<file path="src/rtl/sc_config_frame_commit.sv">
// Double-buffered scan-converter config bank: Avalon writes fill staging regs, which are copied
// to the active outputs atomically after a frame start. Optional ARMED timeout: SC_CFG_COMMIT_TIMEOUT_EN.
module sc_config_frame_commit #(
   parameter int NUM_REGS       = 11,
   parameter int TIMEOUT_CYCLES = 1048576
) (
   input  logic                     clk_i,
   input  logic                     rst_i,
   input  logic [3:0]               avalon_s_address,
   input  logic [31:0]              avalon_s_writedata,
   input  logic [3:0]               avalon_s_byteenable,
   input  logic                     avalon_s_write,
   input  logic                     avalon_s_read,
   input  logic                     avalon_s_chipselect,
   output logic [31:0]              avalon_s_readdata,
   output logic                     avalon_s_waitrequest_n,
   input  logic                     frame_start_i,
   output logic [NUM_REGS*32-1:0]   cfg_active_o,
   output logic                     cfg_update_o
);

   typedef enum logic [1:0] {ST_IDLE, ST_ARMED, ST_COMMIT} state_t;

   state_t      state_reg, state_next;
   logic [31:0] staging_reg [NUM_REGS];
   logic [31:0] active_reg  [NUM_REGS];
   logic        update_reg;
   logic [7:0]  commit_cnt_reg;
   logic        timeout_flag;
   logic        timeout_hit;
   logic        wr_en, ctrl_wr, arm_req, force_req;

   // Accesses are only accepted outside the COMMIT cycle; the master holds them otherwise.
   assign avalon_s_waitrequest_n = (state_reg != ST_COMMIT);
   assign wr_en     = avalon_s_chipselect && avalon_s_write && avalon_s_waitrequest_n;
   assign ctrl_wr   = wr_en && (avalon_s_address == 4'hf);
   assign arm_req   = ctrl_wr && avalon_s_writedata[0];
   assign force_req = ctrl_wr && avalon_s_writedata[1];

`ifdef SC_CFG_COMMIT_TIMEOUT_EN
   logic [20:0] timeout_cnt_reg;
   logic        timeout_flag_reg;
   logic        clr_req;

   assign clr_req      = ctrl_wr && avalon_s_writedata[16];
   // A coincident frame start wins over the timeout and leaves the flag clear.
   assign timeout_hit  = (state_reg == ST_ARMED) && !frame_start_i &&
                         (timeout_cnt_reg == 21'(TIMEOUT_CYCLES - 1));
   assign timeout_flag = timeout_flag_reg;

   always_ff @(posedge clk_i) begin
      if (rst_i) begin
         timeout_cnt_reg  <= '0;
         timeout_flag_reg <= 1'b0;
      end else begin
         timeout_cnt_reg <= (state_reg == ST_ARMED) ? timeout_cnt_reg + 21'd1 : 21'd0;
         if (timeout_hit)
            timeout_flag_reg <= 1'b1;
         else if (clr_req)
            timeout_flag_reg <= 1'b0;
      end
   end
`else
   assign timeout_hit  = 1'b0;
   assign timeout_flag = 1'b0;
`endif

   always_ff @(posedge clk_i) begin
      if (rst_i)
         state_reg <= ST_IDLE;
      else
         state_reg <= state_next;
   end

   always_comb begin
      state_next = state_reg;
      case (state_reg)
         ST_IDLE: begin
            if (force_req)
               state_next = ST_COMMIT;
            else if (arm_req)
               state_next = ST_ARMED;
         end
         ST_ARMED: begin
            if (force_req || frame_start_i || timeout_hit)
               state_next = ST_COMMIT;
         end
         ST_COMMIT: state_next = ST_IDLE;
         default:   state_next = ST_IDLE;
      endcase
   end

   always_ff @(posedge clk_i) begin
      if (rst_i) begin
         update_reg     <= 1'b0;
         commit_cnt_reg <= '0;
         for (int i = 0; i < NUM_REGS; i++) begin
            staging_reg[i] <= '0;
            active_reg[i]  <= '0;
         end
      end else begin
         update_reg <= (state_reg == ST_COMMIT);
         if (state_reg == ST_COMMIT)
            commit_cnt_reg <= commit_cnt_reg + 8'd1;
         for (int i = 0; i < NUM_REGS; i++) begin
            if (state_reg == ST_COMMIT)
               active_reg[i] <= staging_reg[i];
            if (wr_en && (avalon_s_address == 4'(i))) begin
               for (int b = 0; b < 4; b++) begin
                  if (avalon_s_byteenable[b])
                     staging_reg[i][8*b +: 8] <= avalon_s_writedata[8*b +: 8];
               end
            end
         end
      end
   end

   always_comb begin
      avalon_s_readdata = '0;
      if (avalon_s_chipselect && avalon_s_read) begin
         if (avalon_s_address == 4'hf) begin
            avalon_s_readdata = {15'd0, timeout_flag, commit_cnt_reg, 6'd0,
                                 (state_reg == ST_COMMIT), (state_reg == ST_ARMED)};
         end else begin
            for (int i = 0; i < NUM_REGS; i++) begin
               if (avalon_s_address == 4'(i))
                  avalon_s_readdata = staging_reg[i];
            end
         end
      end
   end

   generate
      for (genvar gi = 0; gi < NUM_REGS; gi++) begin : g_active
         assign cfg_active_o[32*gi +: 32] = active_reg[gi];
      end
   endgenerate

   assign cfg_update_o = update_reg;

endmodule
</file>
<file path="config.mk">
export PLATFORM = sky130hd
export DESIGN_NAME = sc_config_frame_commit
export DESIGN_NICKNAME = d
export VERILOG_FILES = /design/src/rtl/sc_config_frame_commit.sv
export SDC_FILE = /design/constraint.sdc
export NUM_CORES = 1
export LEC_CHECK = 0
export CAP_MARGIN = 0
export CORE_MARGIN = 10
export CORE_UTILIZATION = 51
export CTS_BUF_LIST = sky130_fd_sc_hd__clkbuf_8
export CTS_CLUSTER_DIAMETER = 60
export DETAILED_ROUTE_END_ITERATION = 10
export PLACE_DENSITY = 0.83
export SLEW_MARGIN = 5
export SYNTH_ARGS = -nofsm -noshare
export SYNTH_HDL_FRONTEND = slang
export SYNTH_SLANG_ARGS = --single-unit
</file>
<file path="constraint.sdc">
create_clock -name clk_i -period 13.1 [get_ports clk_i]
set_input_delay 3.93 -clock clk_i [delete_from_list [all_inputs] [get_ports clk_i]]
set_output_delay 3.93 -clock clk_i [all_outputs]
set_load 0.02 [all_outputs]
</file>
Routed metal per tile:
The bar under the picture is 100 um long. The die is cut into 26 by 26 equal tiles; dark purple is low, yellow is high, scaled to the fullest tile. Values are wire area over tile area, all layers added.
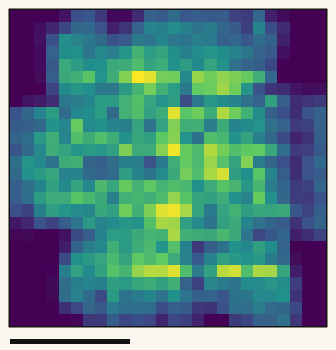
tiles over half the peak	36%
mean over tiles	0.25
fullest tile	0.63
emptiest ninth of the die	south-west
nearly empty tiles	13%
densest ninth of the die	centre

Nets reached from selected ports:
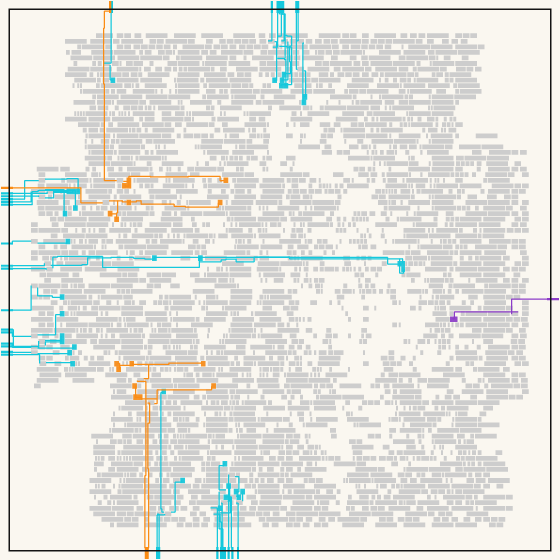
port	colour	direction	end cells	wire
`avalon_s_byteenable`	orange	input	16	548 um
`avalon_s_read`	purple	input	2	61.1 um
`avalon_s_writedata`	cyan	input	35	1560 um

Drive-strength map:
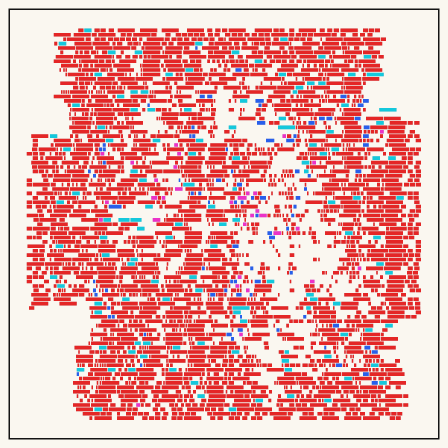
size	colour	cells	most used
_2 cells	blue	88	nand2_2
_0 and _1 cells	red	2525	edfxtp_1
_3 and _4 cells	magenta	32	buf_4
_6 and larger	cyan	125	clkbuf_8
Repair and plain buffers: 454
fin area: 37180 um2
P&R area growth vs syn: 22.27%
worst setup margin: 1.018 ns

Cell classes on the final placement:
The bar under the picture is 100 um long.
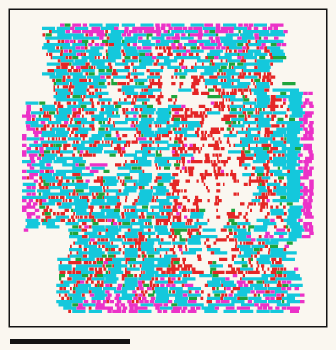
class	colour	cells	share of their area
flops	cyan	715	59%
other buffers and delay cells	magenta	454	12%
clock drivers and dummy loads	green	209	5.7%
combinational and other logic	red	1392	23%

==> flow_summary.toml <==
# generated from flow reports
[synthesis]
xor_share = 0.001440
simple_gate_area_frac = 0.1631
avgSynthCellArea_um2 = 13.32
fp_nets = 2330
edf_count = 704
top_area_frac = 0.6953
yosys.area.top_type = "edfxtp_1"
ys_ff = 715
syn-cell-area_um2 = 30410
async_flop_share = 0
synth_warnings = 0
synth_dominant_cell_count = "edfxtp_1"
common_cells = "edfxtp_1, nor2_1, and2_1, clkbuf_1, o21ai_0"
mux_share = 0.02732
synth-main-ff-cell = "edfxtp_1"
adder_share = 0.0004115
ys_cells = 2283
postSynthCellCount = 2283
ys_sh_aoi = 0.07032
area_leaders = "edfxtp_1, and2_1, nor2_1, mux2i_1, nand2b_1"
top_logic_kind = "simple AND/OR/NAND/NOR gates"
yosys-stat-area_um2 = 30410
synthDistinctLibCells = 64

[cells_and_area]
fillers = 4417
comb_area_um2 = 8025
seq_share = 0.5746
mostFrequentLayoutCell = "edfxtp_1"
n_antenna_cell = 3
final_cell_mix = "edfxtp_1, clkdlybuf4s50_1, nor2_1, and2_1, clkbuf_8"
buffer_area_frac = 0.1215
clkbuf_count = 112
inverters_excl_clock = 61
logic_gates = 1331

[floorplan]
die_h_um = 264.2
ioPinCount = 432
tap_cells = 773
fp-row-count = 89
initCoreUtil = 0.5152

[final_timing]
period_used_share = 0.9223
finClkSkew_ns = 0.03969
tightestPinTransition_ns = 1.353
fin_tns_setup_ns = 0
hold_viol = 0
max_freq_mhz = 82.77
setup_violations = 0
slew_headroom = 0.09781

[detailed_routing]
wirelength_met1_um = 39650
wl_per_cell_um = 28.73
drt_iter0_drc = 3327
drc_errors = 0
wl_um = 101900
num_vias = 21210
dr_wl_met3_um = 13480
antenna_left = 0
vias_per_cell = 5.982

[pwr]
swShare = 0.2517
p_sw_mw = 1.214
p_clk_mw = 1.77
clkPwrFrac = 0.368
p_comb_frac = 0.085
pwr-share-seq = 0.547
power_leader = "sequential cells"
internal_power_mw = 3.608
p_leak_nw = 13.51

[worst_setup_path]
crit_top_cell = "clkdlybuf4s50_1"
startpoint = "avalon_s_address[2]"
r2r_slack_ns = 8.65
criticalPathCategory = "in -> out"
worstPathArrival_ns = 8.15
cp-start-kind = "primary input"
timing.rr.end = "active_reg[6][0]"
cpPeakStageDelay_ns = 1.16
crit_path_end = "avalon_s_readdata[2]"
path_buffers = 3
timing.rr.start = "state_reg[1]"
crit_family = "buffers and inverters"

[clock_network]
cts_max_path_buffers = 3
h-tree-depth = 3
clk_latency_ns = 0.72
cts_hold_buf = 0
clk_pin_slew_ns = 0.07
cts_buffers = 111
cts_tree = "done"
cts_resized = 0
postCtsSetupRepairBufs = 0

[global_route]
grt_pass1_vias = 20670
grt_start_max_net_pins = 198
met1_usage = 0.3894
grt_util_met3 = 0.08282
top_usage_layer = "met2"

[worst_hold_path]
worstHoldStart = "state_reg[1]"
whs_endpoint = "state_reg[0]"
hold_path_depth = 1

[flow_run]
max-cap-violations = 0

[place]
port_buffers = 431
dp_slack_ns = 1.139

[status]
outcome = "complete, no violations"
Power and IR drop assume default switching activity.
